**config.mk**
```make
export PLATFORM = sky130hd
export DESIGN_NAME = lif_neuron
export DESIGN_NICKNAME = d
export VERILOG_FILES = /design/src/rtl/lif_neuron.sv
export SDC_FILE = /design/constraint.sdc
export NUM_CORES = 1
export LEC_CHECK = 0
export ABC_AREA = 1
export CAP_MARGIN = 20
export CORE_ASPECT_RATIO = 0.75
export CORE_UTILIZATION = 31
export CTS_CLUSTER_SIZE = 20
export DETAILED_ROUTE_END_ITERATION = 7
export SLEW_MARGIN = 15
export SYNTH_ARGS = -nofsm -noshare
export SYNTH_HDL_FRONTEND = slang
export SYNTH_SLANG_ARGS = --single-unit
```
**constraint.sdc**
```tcl
create_clock -name clk_i -period 13.5 [get_ports clk_i]
set_input_delay 2.025 -clock clk_i [delete_from_list [all_inputs] [get_ports clk_i]]
set_output_delay 2.025 -clock clk_i [all_outputs]
set_load 0.01 [all_outputs]
```
**src/rtl/lif_neuron.sv**
```systemverilog
// Leaky integrate-and-fire neuron: per-synapse weight registers, timestep-driven integration, spike and refractory period.
// Optional leak term enabled by defining LIF_NEURON_LEAK_EN; without it the neuron is pure integrate-and-fire.
module lif_neuron #(
  parameter int N_SYN        = 8,
  parameter int W_WIDTH      = 8,
  parameter int V_WIDTH      = 16,
  parameter int THRESHOLD    = 100,
  parameter int REFRAC_STEPS = 2,
  parameter int LEAK_SHIFT   = 4,
  localparam int AW          = (N_SYN > 1) ? $clog2(N_SYN) : 1
) (
  input  logic                      clk_i,
  input  logic                      rst_ni,
  input  logic                      wt_we_i,
  input  logic [AW-1:0]             wt_addr_i,
  input  logic signed [W_WIDTH-1:0] wt_data_i,
  input  logic [N_SYN-1:0]          axon_i,
  input  logic                      step_i,
  output logic                      spike_o,
  output logic [V_WIDTH-1:0]        potential_o,
  output logic                      refrac_o
);

  localparam int SW  = W_WIDTH + $clog2(N_SYN) + 1;
  localparam int VW2 = V_WIDTH + 2;
  // Evaluation width covers both the potential path and the widest possible synaptic sum.
  localparam int EW  = ((SW > VW2) ? SW : VW2) + 1;
  localparam logic [V_WIDTH-1:0] VMAX = '1;
  localparam logic [V_WIDTH-1:0] THR  = V_WIDTH'(THRESHOLD);
  localparam logic [7:0]         RS   = 8'(REFRAC_STEPS);

  typedef enum logic {ST_INTEGRATE = 1'b0, ST_REFRACTORY = 1'b1} state_t;

  state_t                    r_state;
  logic [7:0]                r_cnt;
  logic                      r_spike;
  logic [V_WIDTH-1:0]        r_pot;
  logic signed [W_WIDTH-1:0] r_wt [N_SYN];

  logic signed [SW-1:0]      w_sum;
  logic [V_WIDTH-1:0]        w_leak;
  logic signed [EW-1:0]      w_vraw;
  logic [V_WIDTH-1:0]        w_vnext;
  logic                      w_fire;

  always_comb begin
    w_sum = '0;
    for (int i = 0; i < N_SYN; i++) begin
      if (axon_i[i]) w_sum = w_sum + SW'(r_wt[i]);
    end
  end

`ifdef LIF_NEURON_LEAK_EN
  assign w_leak = r_pot >> LEAK_SHIFT;
`else
  assign w_leak = '0;
`endif

  assign w_vraw = $signed({{(EW-V_WIDTH){1'b0}}, r_pot})
                - $signed({{(EW-V_WIDTH){1'b0}}, w_leak})
                + EW'(w_sum);

  always_comb begin
    if (w_vraw < 0)
      w_vnext = '0;
    else if (w_vraw > $signed({{(EW-V_WIDTH){1'b0}}, VMAX}))
      w_vnext = VMAX;
    else
      w_vnext = w_vraw[V_WIDTH-1:0];
  end

  assign w_fire = (w_vnext >= THR);

  // Weights written this cycle are only visible to the next step (registered before use).
  always_ff @(posedge clk_i or negedge rst_ni) begin
    if (!rst_ni) begin
      r_state <= ST_INTEGRATE;
      r_cnt   <= '0;
      r_spike <= 1'b0;
      r_pot   <= '0;
      for (int i = 0; i < N_SYN; i++) r_wt[i] <= '0;
    end else begin
      r_spike <= 1'b0;
      if (wt_we_i && (int'(wt_addr_i) < N_SYN)) r_wt[wt_addr_i] <= wt_data_i;
      if (step_i) begin
        case (r_state)
          ST_INTEGRATE: begin
            if (w_fire) begin
              r_pot   <= '0;
              // With no refractory period a back-to-back fire is absorbed so pulses never merge.
              r_spike <= ~r_spike;
              if (REFRAC_STEPS > 0) begin
                r_state <= ST_REFRACTORY;
                r_cnt   <= RS;
              end
            end else begin
              r_pot <= w_vnext;
            end
          end
          ST_REFRACTORY: begin
            r_pot <= '0;
            r_cnt <= r_cnt - 8'd1;
            if (r_cnt <= 8'd1) r_state <= ST_INTEGRATE;
          end
          default: r_state <= ST_INTEGRATE;
        endcase
      end
    end
  end

  assign spike_o     = r_spike;
  assign potential_o = r_pot;
  assign refrac_o    = (r_state == ST_REFRACTORY);

endmodule
```
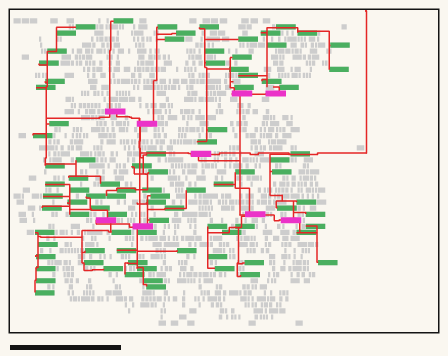
(images/clock_map.png)
Bar = 50 um.
[clock wires] red | length: 1,460 um
[cells driving clock nets] magenta | count: 9
[flip-flops] green | count: 90
routed clock nets: 10
Clock Skew: 0.0155 ns
clock latency reported for the late side of the worst-skew pair: 0.36 ns
part of the total power dissipated in the clock network: 11.5%

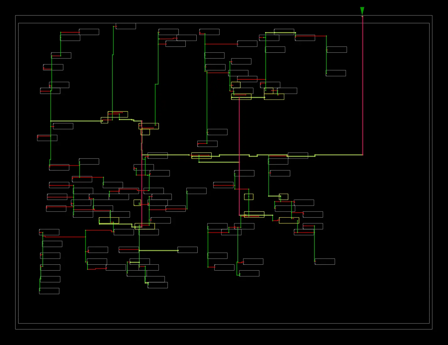
(images/final_clocks.png)
number of sequential cells in the layout: 90
power dissipated in the clock network: 262 uW

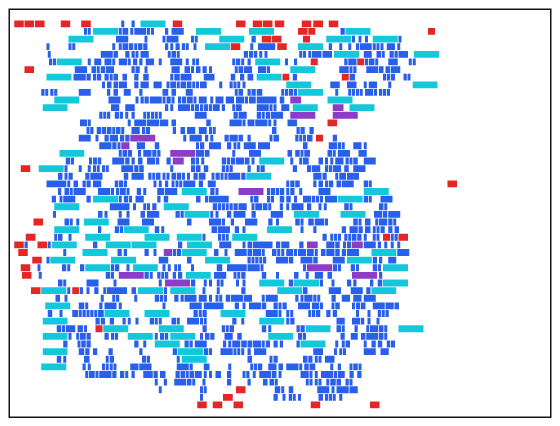
(images/cell_classes.png)
[all other logic] blue | cells: 1,098 | share of their area: 67%
[clock drivers and dummy loads] purple | cells: 16 | share of their area: 3.3%
[flip-flops] cyan | cells: 90 | share of their area: 25%
[other buffers and delay cells] red | cells: 50 | share of their area: 5.2%

==> results.txt <==
Status on the layout run. The run finished with clean final reports. Total negative slack for setup checks landed at 0 ns. Net switching is 52.3% of the power. Power attributed to combinational cells is 1640 uW. Counting only logic cells after layout, the most numerous master is nand2_1. Total power normalized to cell area comes to 238 nW/um2. Summed instance area of the synthesized netlist landed at 8450 um2. Per the final timing report, the hold violations number 0.

Number of diodes added for antenna fixing landed at 0. Number of design rule violations left after detail routing landed at 0. Synthesized netlist cell count landed at 1,215.

Number of nets at floorplan landed at 1,339. For this run, the number of Yosys warnings is 0. Per the STA report, the cell with the highest stage delay on the worst path is clkdlybuf4s50_1. Number of buffers inserted during clock tree synthesis landed at 9. The first global-routing pass estimated 36,600 um of wire. TritonCTS built the clock tree.

For reference, the most critical setup path is categorized as in2reg. Cell count after placement landed at 1,582. The worst setup path is launched from a primary input. Row generation in the floorplan step produced 51 rows.

The arrival time of data at the worst endpoint is listed as 12.90 ns. Flip-flop count of the largest register, all copies and words added landed at 64. Sorting the synthesized cells by how often they occur yields nand2_1, inv_1, o21ai_0. Worst-case reg-to-reg path depth landed at 60. Per the synth stats, the flop cell with the highest instance count is dfrtp_1.

The clock period could shrink to 12.63 ns. Summing the areas of all xor and xnor instances in the mapped netlist gives 6.22% of the synthesized area. Simple-gate share of the synthesized area landed at 26.2%. The report shows a maximum critical-path fanout of 13.

Adder and majority gate portion of the synthesized area landed at 15.7%. Worst hold path depth landed at 1. STA classifies the critical path endpoint as a flip-flop. Average via count per standard cell landed at 4.84. Counting every sink on the clock net gives 90. The final weighted congestion recorded by global placement is 0.876. Depth of the CTS H-tree landed at 3. Y dimension of the die landed at 145 um. Grouping non-sequential cells by family puts the most area in simple AND/OR/NAND/NOR gates. Pin count of the biggest net entering global routing landed at 70. The stage logs contain a warning count of 30. Highest cell delay on the worst timing path landed at 0.48 ns.
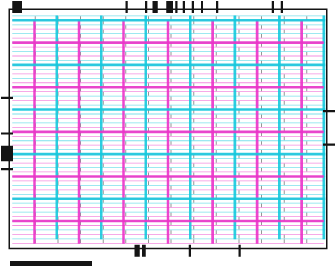
(images/pdn.png)
Bar = 50 um. Pins as bars on the die edge. Tap cells in gray.
[VSS] magenta
[VDD] cyan
met4 straps: 14
met5 straps: 10
signal pins: 41
met1 rails: 52

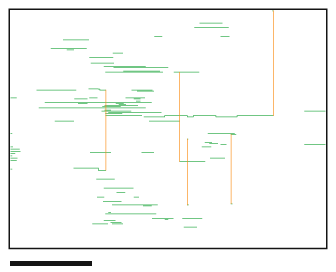
(images/metal_stack.png)
Bar = 50 um. Only two layers are drawn.
[met3] green | wire length: 1,050 um
[met4] orange | wire length: 250 um
total vias in the final route: 7,742
per-cell routed wire length: 13.6 um
total wire length: 21,800 um
overall fraction of global-route tracks in use: 16.4%

-- cell type report --
cell class	count	area share, %
multi-input combinational	948	58.0
sequential	90	23.6
inverter	150	5.89
timing repair buffer	50	4.95
tap	344	4.50
clock buffer	9	2.36
clock inverter	7	0.772
-- layer usage --
metal	GRT usage, %	vias to the layer above	wire, um
li1	-	4062	-
met1	26.3	3510	12000
met2	22.4	158	8470
met3	2.47	12	1050
met4	3.46	0	249
met5	0	-	0
-- path summary, 6_finish.rpt --
path,startpoint,end,slack (ns)
setup / recovery,axon_i[0],potential_o[0],0.87
hold / removal,spike_o,spike_o,0.44
setup reg to reg,r_wt[56],potential_o[0],2.65
hold reg to reg,spike_o,spike_o,0.44
max in group asynchronous,rst_ni,r_wt[62],10.73
min in group asynchronous,rst_ni,r_cnt[3],1.56
Power is estimated from default activity; no workload was simulated.
